$ cat src/rtl/axis_hdr_stim_gen_pkg.sv
// Shared types and constants for the AXI-Stream header-insert stimulus generator.
package axis_hdr_pkg;

    typedef enum logic [1:0] {
        ST_IDLE = 2'd0,
        ST_GAP  = 2'd1,
        ST_SEND = 2'd2,
        ST_DONE = 2'd3
    } hdr_state_e;

    localparam logic [31:0] LFSR_POLY = 32'h8020_0003;
    localparam logic [31:0] CHUNK_K   = 32'h9E37_79B9;

    localparam logic [1:0] MODE_LFSR_RAND  = 2'd0;
    localparam logic [1:0] MODE_LFSR_FIXED = 2'd1;
    localparam logic [1:0] MODE_INCR_FIXED = 2'd2;
    localparam logic [1:0] MODE_LFSR_RAND3 = 2'd3;

    // Right-shift Galois step: feedback taps applied when the bit shifted out is 1.
    function automatic logic [31:0] lfsr_step(input logic [31:0] s);
        return (s >> 1) ^ (s[0] ? LFSR_POLY : 32'h0);
    endfunction

endpackage

$ cat src/rtl/axis_hdr_stim_gen_if.sv
// AXI-Stream insert-header channel between the stimulus source and the datapath.
interface axis_hdr_stim_gen_if #(
    parameter int DATA_WD      = 32,
    parameter int DATA_BYTE_WD = DATA_WD / 8,
    parameter int BYTE_CNT_WD  = $clog2(DATA_BYTE_WD)
);
    logic                    ins_valid_m;
    logic [DATA_WD-1:0]      ins_data_m;
    logic [DATA_BYTE_WD-1:0] ins_keep_m;
    logic [BYTE_CNT_WD:0]    ins_byte_insert_cnt;
    logic                    ins_ready_m;

    modport master (
        output ins_valid_m, ins_data_m, ins_keep_m, ins_byte_insert_cnt,
        input  ins_ready_m
    );

    modport slave (
        input  ins_valid_m, ins_data_m, ins_keep_m, ins_byte_insert_cnt,
        output ins_ready_m
    );
endinterface

$ cat src/rtl/axis_hdr_stim_gen_lfsr32.sv
// 32-bit Galois LFSR with seed parameter, advance enable and look-ahead next state.
module lfsr32
    import axis_hdr_pkg::*;
#(
    parameter logic [31:0] SEED = 32'h0000_0001
) (
    input  logic        clk,
    input  logic        rst_n,
    input  logic        adv,
    output logic [31:0] state,
    output logic [31:0] state_nxt
);
    // An all-zero state would lock the LFSR, so a zero seed is promoted to 1.
    localparam logic [31:0] SEED_NZ = (SEED == 32'h0) ? 32'h1 : SEED;

    assign state_nxt = lfsr_step(state);

    always_ff @(posedge clk or negedge rst_n) begin
        if (!rst_n) begin
            state <= SEED_NZ;
        end else if (adv) begin
            state <= state_nxt;
        end
    end
endmodule

$ cat src/rtl/axis_hdr_stim_gen.sv
// Seeded, throttled AXI-Stream header-insert stimulus source with header-count limit.
//  state | meaning
//  IDLE  | generator off, valid low
//  GAP   | throttle wait before building the next beat
//  SEND  | beat presented, held until handshake
//  DONE  | cfg_num headers accepted, waiting for cfg_en low
module axis_hdr_stim_gen
    import axis_hdr_pkg::*;
#(
    parameter int          DATA_WD      = 32,
    parameter int          DATA_BYTE_WD = DATA_WD / 8,
    parameter int          BYTE_CNT_WD  = $clog2(DATA_BYTE_WD),
    parameter logic [31:0] DATA_SEED    = 32'h0000_0001,
    parameter logic [31:0] THR_SEED     = 32'h1234_5678
) (
    input  logic                   clk,
    input  logic                   rst_n,
    input  logic                   cfg_en,
    input  logic [1:0]             cfg_mode,
    input  logic [BYTE_CNT_WD:0]   cfg_fixed_cnt,
    input  logic [7:0]             cfg_gap_thresh,
    input  logic [15:0]            cfg_num,
    axis_hdr_stim_gen_if.master    ins,
    output logic [15:0]            hdr_count,
    output logic                   done
);
    localparam int                NCHUNK  = (DATA_WD + 31) / 32;
    localparam int                CNT_WD  = BYTE_CNT_WD + 1;
    localparam logic [CNT_WD-1:0] CNT_ONE = CNT_WD'(1);
    localparam logic [CNT_WD-1:0] CNT_MAX = CNT_WD'(DATA_BYTE_WD);

    hdr_state_e state_q, state_d;

    logic [31:0]             dat_s, dat_s_nxt, thr_s, thr_s_nxt;
    logic                    hs, load, cnt_clr, thr_unused;
    logic [31:0]             src_s;
    logic [7:0]              src_hcnt, incr_base;
    logic [NCHUNK*32-1:0]    raw;
    logic [DATA_WD-1:0]      data_q, beat_data;
    logic [DATA_BYTE_WD-1:0] keep_q, beat_keep;
    logic [CNT_WD-1:0]       cnt_q, beat_cnt;

    assign hs = (state_q == ST_SEND) && ins.ins_ready_m;

    lfsr32 #(.SEED(DATA_SEED)) u_dat_lfsr (
        .clk       (clk),
        .rst_n     (rst_n),
        .adv       (hs),
        .state     (dat_s),
        .state_nxt (dat_s_nxt)
    );

    lfsr32 #(.SEED(THR_SEED)) u_thr_lfsr (
        .clk       (clk),
        .rst_n     (rst_n),
        .adv       (state_q == ST_GAP),
        .state     (thr_s),
        .state_nxt (thr_s_nxt)
    );

    // Only the low byte of the throttle LFSR feeds the gap decision.
    assign thr_unused = ^{thr_s[31:8], thr_s_nxt};

    always_ff @(posedge clk or negedge rst_n) begin
        if (!rst_n) begin
            state_q <= ST_IDLE;
        end else begin
            state_q <= state_d;
        end
    end

    always_comb begin
        state_d = state_q;
        load    = 1'b0;
        cnt_clr = 1'b0;
        unique case (state_q)
            ST_IDLE: begin
                if (cfg_en) begin
                    state_d = ST_GAP;
                    cnt_clr = 1'b1;
                end
            end
            ST_GAP: begin
                if (thr_s[7:0] >= cfg_gap_thresh) begin
                    state_d = ST_SEND;
                    load    = 1'b1;
                end else if (!cfg_en) begin
                    state_d = ST_IDLE;
                end
            end
            ST_SEND: begin
                if (hs) begin
                    if ((cfg_num != 16'd0) && (hdr_count + 16'd1 == cfg_num)) begin
                        state_d = ST_DONE;
                    end else if (!cfg_en) begin
                        state_d = ST_IDLE;
                    end else if (cfg_gap_thresh == 8'd0) begin
                        load = 1'b1;
                    end else begin
                        state_d = ST_GAP;
                    end
                end
            end
            ST_DONE: begin
                if (!cfg_en) begin
                    state_d = ST_IDLE;
                end
            end
        endcase
    end

    // A back-to-back reload in SEND must see the LFSR and count as they will be after this handshake.
    assign src_s    = (state_q == ST_SEND) ? dat_s_nxt : dat_s;
    assign src_hcnt = (state_q == ST_SEND) ? 8'(hdr_count) + 8'd1 : 8'(hdr_count);

    always_comb begin
        raw       = '0;
        beat_data = '0;
        beat_keep = '0;
        beat_cnt  = CNT_ONE;
        incr_base = src_hcnt * 8'(DATA_BYTE_WD);
        if ((cfg_mode == MODE_LFSR_FIXED) || (cfg_mode == MODE_INCR_FIXED)) begin
            if (cfg_fixed_cnt == '0) begin
                beat_cnt = CNT_ONE;
            end else if (cfg_fixed_cnt > CNT_MAX) begin
                beat_cnt = CNT_MAX;
            end else begin
                beat_cnt = cfg_fixed_cnt;
            end
        end else begin
            beat_cnt = {1'b0, src_s[BYTE_CNT_WD-1:0]} + CNT_ONE;
        end
        for (int k = 0; k < NCHUNK; k++) begin
            raw[k*32 +: 32] = src_s ^ (32'(k) * CHUNK_K);
        end
        for (int i = 0; i < DATA_BYTE_WD; i++) begin
            beat_keep[i] = (CNT_WD'(i) < beat_cnt);
            if (beat_keep[i]) begin
                beat_data[i*8 +: 8] = (cfg_mode == MODE_INCR_FIXED) ? incr_base + 8'(i)
                                                                     : raw[i*8 +: 8];
            end
        end
    end

    always_ff @(posedge clk or negedge rst_n) begin
        if (!rst_n) begin
            data_q <= '0;
            keep_q <= '0;
            cnt_q  <= '0;
        end else if (load) begin
            data_q <= beat_data;
            keep_q <= beat_keep;
            cnt_q  <= beat_cnt;
        end
    end

    always_ff @(posedge clk or negedge rst_n) begin
        if (!rst_n) begin
            hdr_count <= 16'd0;
        end else if (cnt_clr) begin
            hdr_count <= 16'd0;
        end else if (hs) begin
            hdr_count <= hdr_count + 16'd1;
        end
    end

    assign ins.ins_valid_m         = (state_q == ST_SEND);
    assign ins.ins_data_m          = data_q;
    assign ins.ins_keep_m          = keep_q;
    assign ins.ins_byte_insert_cnt = cnt_q;
    assign done                    = (state_q == ST_DONE);
endmodule

$ cat src/flat_wrapper.sv
// flat-port wrapper written by rule: the top's interface ports become plain ports
module axis_hdr_stim_gen_flat import axis_hdr_pkg::*;
#(
    parameter int          DATA_WD      = 32,
    parameter int          DATA_BYTE_WD = DATA_WD / 8,
    parameter int          BYTE_CNT_WD  = $clog2(DATA_BYTE_WD),
    parameter logic [31:0] DATA_SEED    = 32'h0000_0001,
    parameter logic [31:0] THR_SEED     = 32'h1234_5678
)
  (clk, rst_n, cfg_en, cfg_mode, cfg_fixed_cnt, cfg_gap_thresh, cfg_num, hdr_count, done, ins_ins_valid_m, ins_ins_data_m, ins_ins_keep_m, ins_ins_byte_insert_cnt, ins_ins_ready_m);
  axis_hdr_stim_gen_if #(.DATA_WD(DATA_WD), .DATA_BYTE_WD(DATA_BYTE_WD), .BYTE_CNT_WD(BYTE_CNT_WD)) ins_i ();
  input  logic clk;
  input  logic rst_n;
  input  logic cfg_en;
  input  logic [1:0] cfg_mode;
  input  logic [BYTE_CNT_WD:0] cfg_fixed_cnt;
  input  logic [7:0] cfg_gap_thresh;
  input  logic [15:0] cfg_num;
  output logic [15:0] hdr_count;
  output logic done;
  output wire logic [$bits(ins_i.ins_valid_m)-1:0] ins_ins_valid_m;
  output wire logic [$bits(ins_i.ins_data_m)-1:0] ins_ins_data_m;
  output wire logic [$bits(ins_i.ins_keep_m)-1:0] ins_ins_keep_m;
  output wire logic [$bits(ins_i.ins_byte_insert_cnt)-1:0] ins_ins_byte_insert_cnt;
  input wire logic [$bits(ins_i.ins_ready_m)-1:0] ins_ins_ready_m;
  assign ins_ins_valid_m = ins_i.ins_valid_m;
  assign ins_ins_data_m = ins_i.ins_data_m;
  assign ins_ins_keep_m = ins_i.ins_keep_m;
  assign ins_ins_byte_insert_cnt = ins_i.ins_byte_insert_cnt;
  assign ins_i.ins_ready_m = ins_ins_ready_m;
  axis_hdr_stim_gen #(.DATA_WD(DATA_WD), .DATA_BYTE_WD(DATA_BYTE_WD), .BYTE_CNT_WD(BYTE_CNT_WD), .DATA_SEED(DATA_SEED), .THR_SEED(THR_SEED)) u_core (.clk(clk), .rst_n(rst_n), .cfg_en(cfg_en), .cfg_mode(cfg_mode), .cfg_fixed_cnt(cfg_fixed_cnt), .cfg_gap_thresh(cfg_gap_thresh), .cfg_num(cfg_num), .ins(ins_i), .hdr_count(hdr_count), .done(done));
endmodule
$ cat config.mk
export PLATFORM = sky130hd
export DESIGN_NAME = axis_hdr_stim_gen_flat
export DESIGN_NICKNAME = d
export VERILOG_FILES = /design/src/rtl/axis_hdr_stim_gen_pkg.sv /design/src/rtl/axis_hdr_stim_gen_if.sv /design/src/rtl/axis_hdr_stim_gen_lfsr32.sv /design/src/rtl/axis_hdr_stim_gen.sv /design/src/flat_wrapper.sv
export SDC_FILE = /design/constraint.sdc
export NUM_CORES = 1
export LEC_CHECK = 0
export CAP_MARGIN = 0
export CORE_MARGIN = 1.5
export CORE_UTILIZATION = 44
export DETAILED_ROUTE_END_ITERATION = 8
export MAX_ROUTING_LAYER = met4
export PLACE_DENSITY = 0.72
export SYNTH_ARGS = -nofsm -noshare
export SYNTH_HDL_FRONTEND = slang
export SYNTH_HIERARCHICAL = 1
export SYNTH_SLANG_ARGS = --single-unit
$ cat constraint.sdc
create_clock -name clk -period 10.15 [get_ports clk]
set_input_delay 2.5375 -clock clk [delete_from_list [all_inputs] [get_ports clk]]
set_output_delay 2.5375 -clock clk [all_outputs]
set_load 0.02 [all_outputs]
==> results.txt <==
run metrics: end of the worst register-to-register path u_core/ins.ins_data_m[12], DP HPWL 10.78 mm, Internal 942.7 uW, Hold Path Stages 1, hold buffer count at cts 0, Site Rows 46, clock-pin slew reported for the worst setup and hold paths after clock tree synthesis 60 ps, transition time at the pin with the least slew margin 1048 ps, synthesized instance count 616, Max Clk Rate 0.1791 GHz, clock tree skew after final layout 14.51 ps, die extent in x 130.5 um, sort of element at the end of the critical path flop, proportion of power drawn by combinational gates 0.133, critical path type in -> reg, antenna-violating nets left 0, clock tree from TritonCTS done, count of nets after finishing 715, number of buffers added for setup after CTS 0, total number of H-tree levels 4, status finished clean, Cell Pwr Density 149.5 nW/um^2, buffers added on ports 89, Post-Place Cell Area 7828 um^2, mean post-synth cell area 11.60 um^2, part of the total power dissipated in the clock network 0.478, number of gates given a new drive strength after cts 0, total detailed-routing wirelength 16.13 mm, setup repair after global routing missed its margin no, worst max-slew margin expressed relative to the limit 0.3013, most frequent logic cell in the layout dfrtp_1, total number of warnings across the stage logs 30, Leak Pwr 3.732 nW, number of max-capacitance violations reported 0, wire length of the first global-routing pass 26.46 mm
[metrics by stage]
step	std cells	setup slack [ps]	power (mW)	util	hold slack (ps)
final	895	4565	1.260	0.5306	494.0
after floorplan	616	5015	0.6339	-	476.2
after detailed placement	863	4142	0.6656	0.4928	483.0
after global routing	895	4482	1.311	0.5306	505.1
after global placement	863	4204	0.6612	0.4928	480.0
after CTS	895	4564	1.274	0.5306	495.8
[state kept, by name (all words and copies together) (netlist names)]
| signal | flops |
|---|---|
| u_core/ins.ins_data_m | 32 |
| u_core/hdr_count | 16 |
| u_core/ins.ins_keep_m | 4 |
| u_core/ins.ins_byte_insert_cnt | 2 |
| u_core/u_thr_lfsr/state | 32 |
| u_core/u_dat_lfsr/state | 32 |
| u_core/state_q | 2 |
[worst min-delay path by stage]
stage                                startpoint                           to
floorplan           u_core/u_thr_lfsr/state[29]  u_core/u_thr_lfsr/state[29]
global placement       u_core/ins.ins_data_m[7]     u_core/ins.ins_data_m[7]
detailed placement     u_core/ins.ins_data_m[6]     u_core/ins.ins_data_m[6]
CTS                    u_core/ins.ins_data_m[6]     u_core/ins.ins_data_m[6]
global route           u_core/ins.ins_data_m[6]     u_core/ins.ins_data_m[6]
finish                 u_core/ins.ins_data_m[6]     u_core/ins.ins_data_m[6]
[layout make-up]
| class | count | area, um^2 | area share |
|---|---|---|---|
| multi-input cells | 404 | 3495 | 0.4146 |
| flip-flops and latches | 120 | 3020 | 0.3584 |
| repair buffers | 96 | 940.9 | 0.1116 |
| clock buffers | 21 | 480.5 | 0.05701 |
| well taps | 216 | 270.3 | 0.03207 |
| clock inverters | 11 | 120.1 | 0.01425 |
| inverters | 27 | 101.3 | 0.01202 |
[power groups by stage]
stage	registers (mW)	clock network [mW]	logic (mW)
6_report	0.490	0.602	0.168
5_1_grt	0.490	0.639	0.181
4_1_cts	0.490	0.615	0.169
3_5_place_dp	0.498	0	0.168
3_3_place_gp	0.498	0	0.164
2_1_floorplan	0.502	0	0.132
[metal layers]
layer  GRT usage  vias up  share of wire
met5           -        -              0
met4     0.06852        0          0.014
met3     0.05090       18          0.052
met2      0.3161      145           0.48
met1      0.2719     2442           0.45
li1            -     2252              -
[worst max-delay path: stages]
cell and delay [ps]:
clkdlybuf4s50_1 450, xor2_1 200, a211oi_1 250, nand3_1 100
or4_1 560, or4_4 610, a221oi_4 230, buf_4 520
mux2_2 410
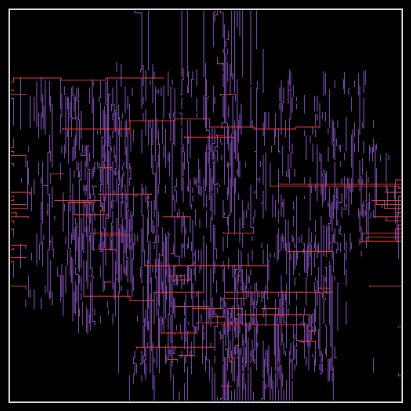
Figure 1: signal wires by layer.
Scale: 3 px per um. Two of the layers only.
- purple: metal 2 (wire length 7,760 um)
- red: metal 3 (wire length 836 um)
vias: 4,857
global-route usage over all layers: 0.2074

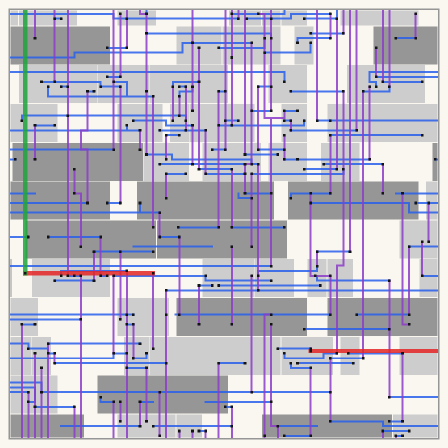
Figure 2: close-up of the layout.
Region (50, 50) to (80, 80) um. Cells in grey, sequential cells in the stronger grey; small squares are vias.
- green: metal 4
- red: metal 3
- blue: metal 1
- purple: metal 2
- cells with their middle in the window: 46
- netlist names of flops here include: u_core/u_dat_lfsr/state (6), u_core/ins.ins_data_m (2), u_core/ins.ins_keep_m (2)
- most frequent: dfrtp_1 (10), mux2_4 (5), mux2i_1 (4)
- sequential cells in the window: 12

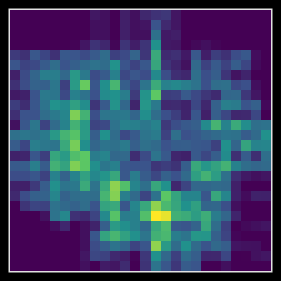
Figure 3: routed metal per tile.
Scale: 2 px per um. 26 x 26 tiles, from dark purple (low) to yellow (high), scaled to the fullest tile. Values are wire area over tile area, all layers added.
- mean over tiles: 0.15
- emptiest ninth of the die: upper right
- densest ninth of the die: bottom centre
- nearly empty tiles: 21%
- fullest tile: 0.59
- tiles over half the peak: 13%

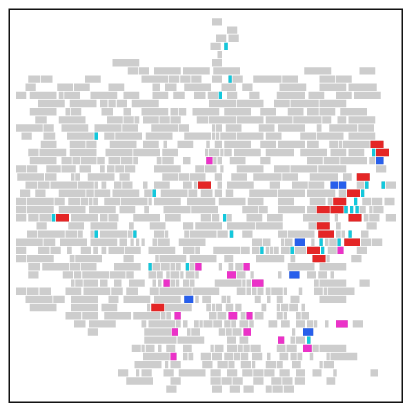
Figure 4: logic cells by family.
Scale: 3 px per um.
- magenta: AND and OR gates (cells 16; most used and3_1)
- blue: AND-OR and OR-AND gates (cells 7; most used o21a_1)
- cyan: inverters (cells 27; most used inv_1)
- red: adder and majority cells (cells 16; most used ha_1)
combinational share of cell area: 0.4146
number of cells in the finished layout apart from fillers: 895

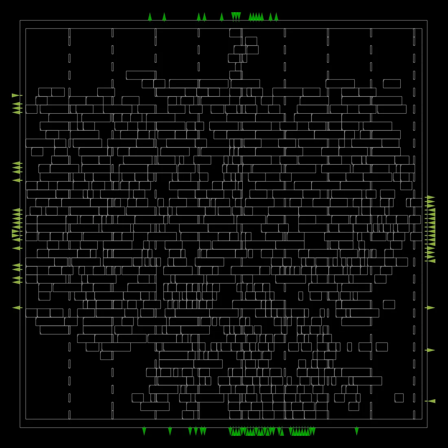
Figure 5: cell outlines without signal wires.
final standard cell utilization of the core: 0.5306
tapcell count: 216

No activity file was given, so power comes from the tool's default toggle rates.
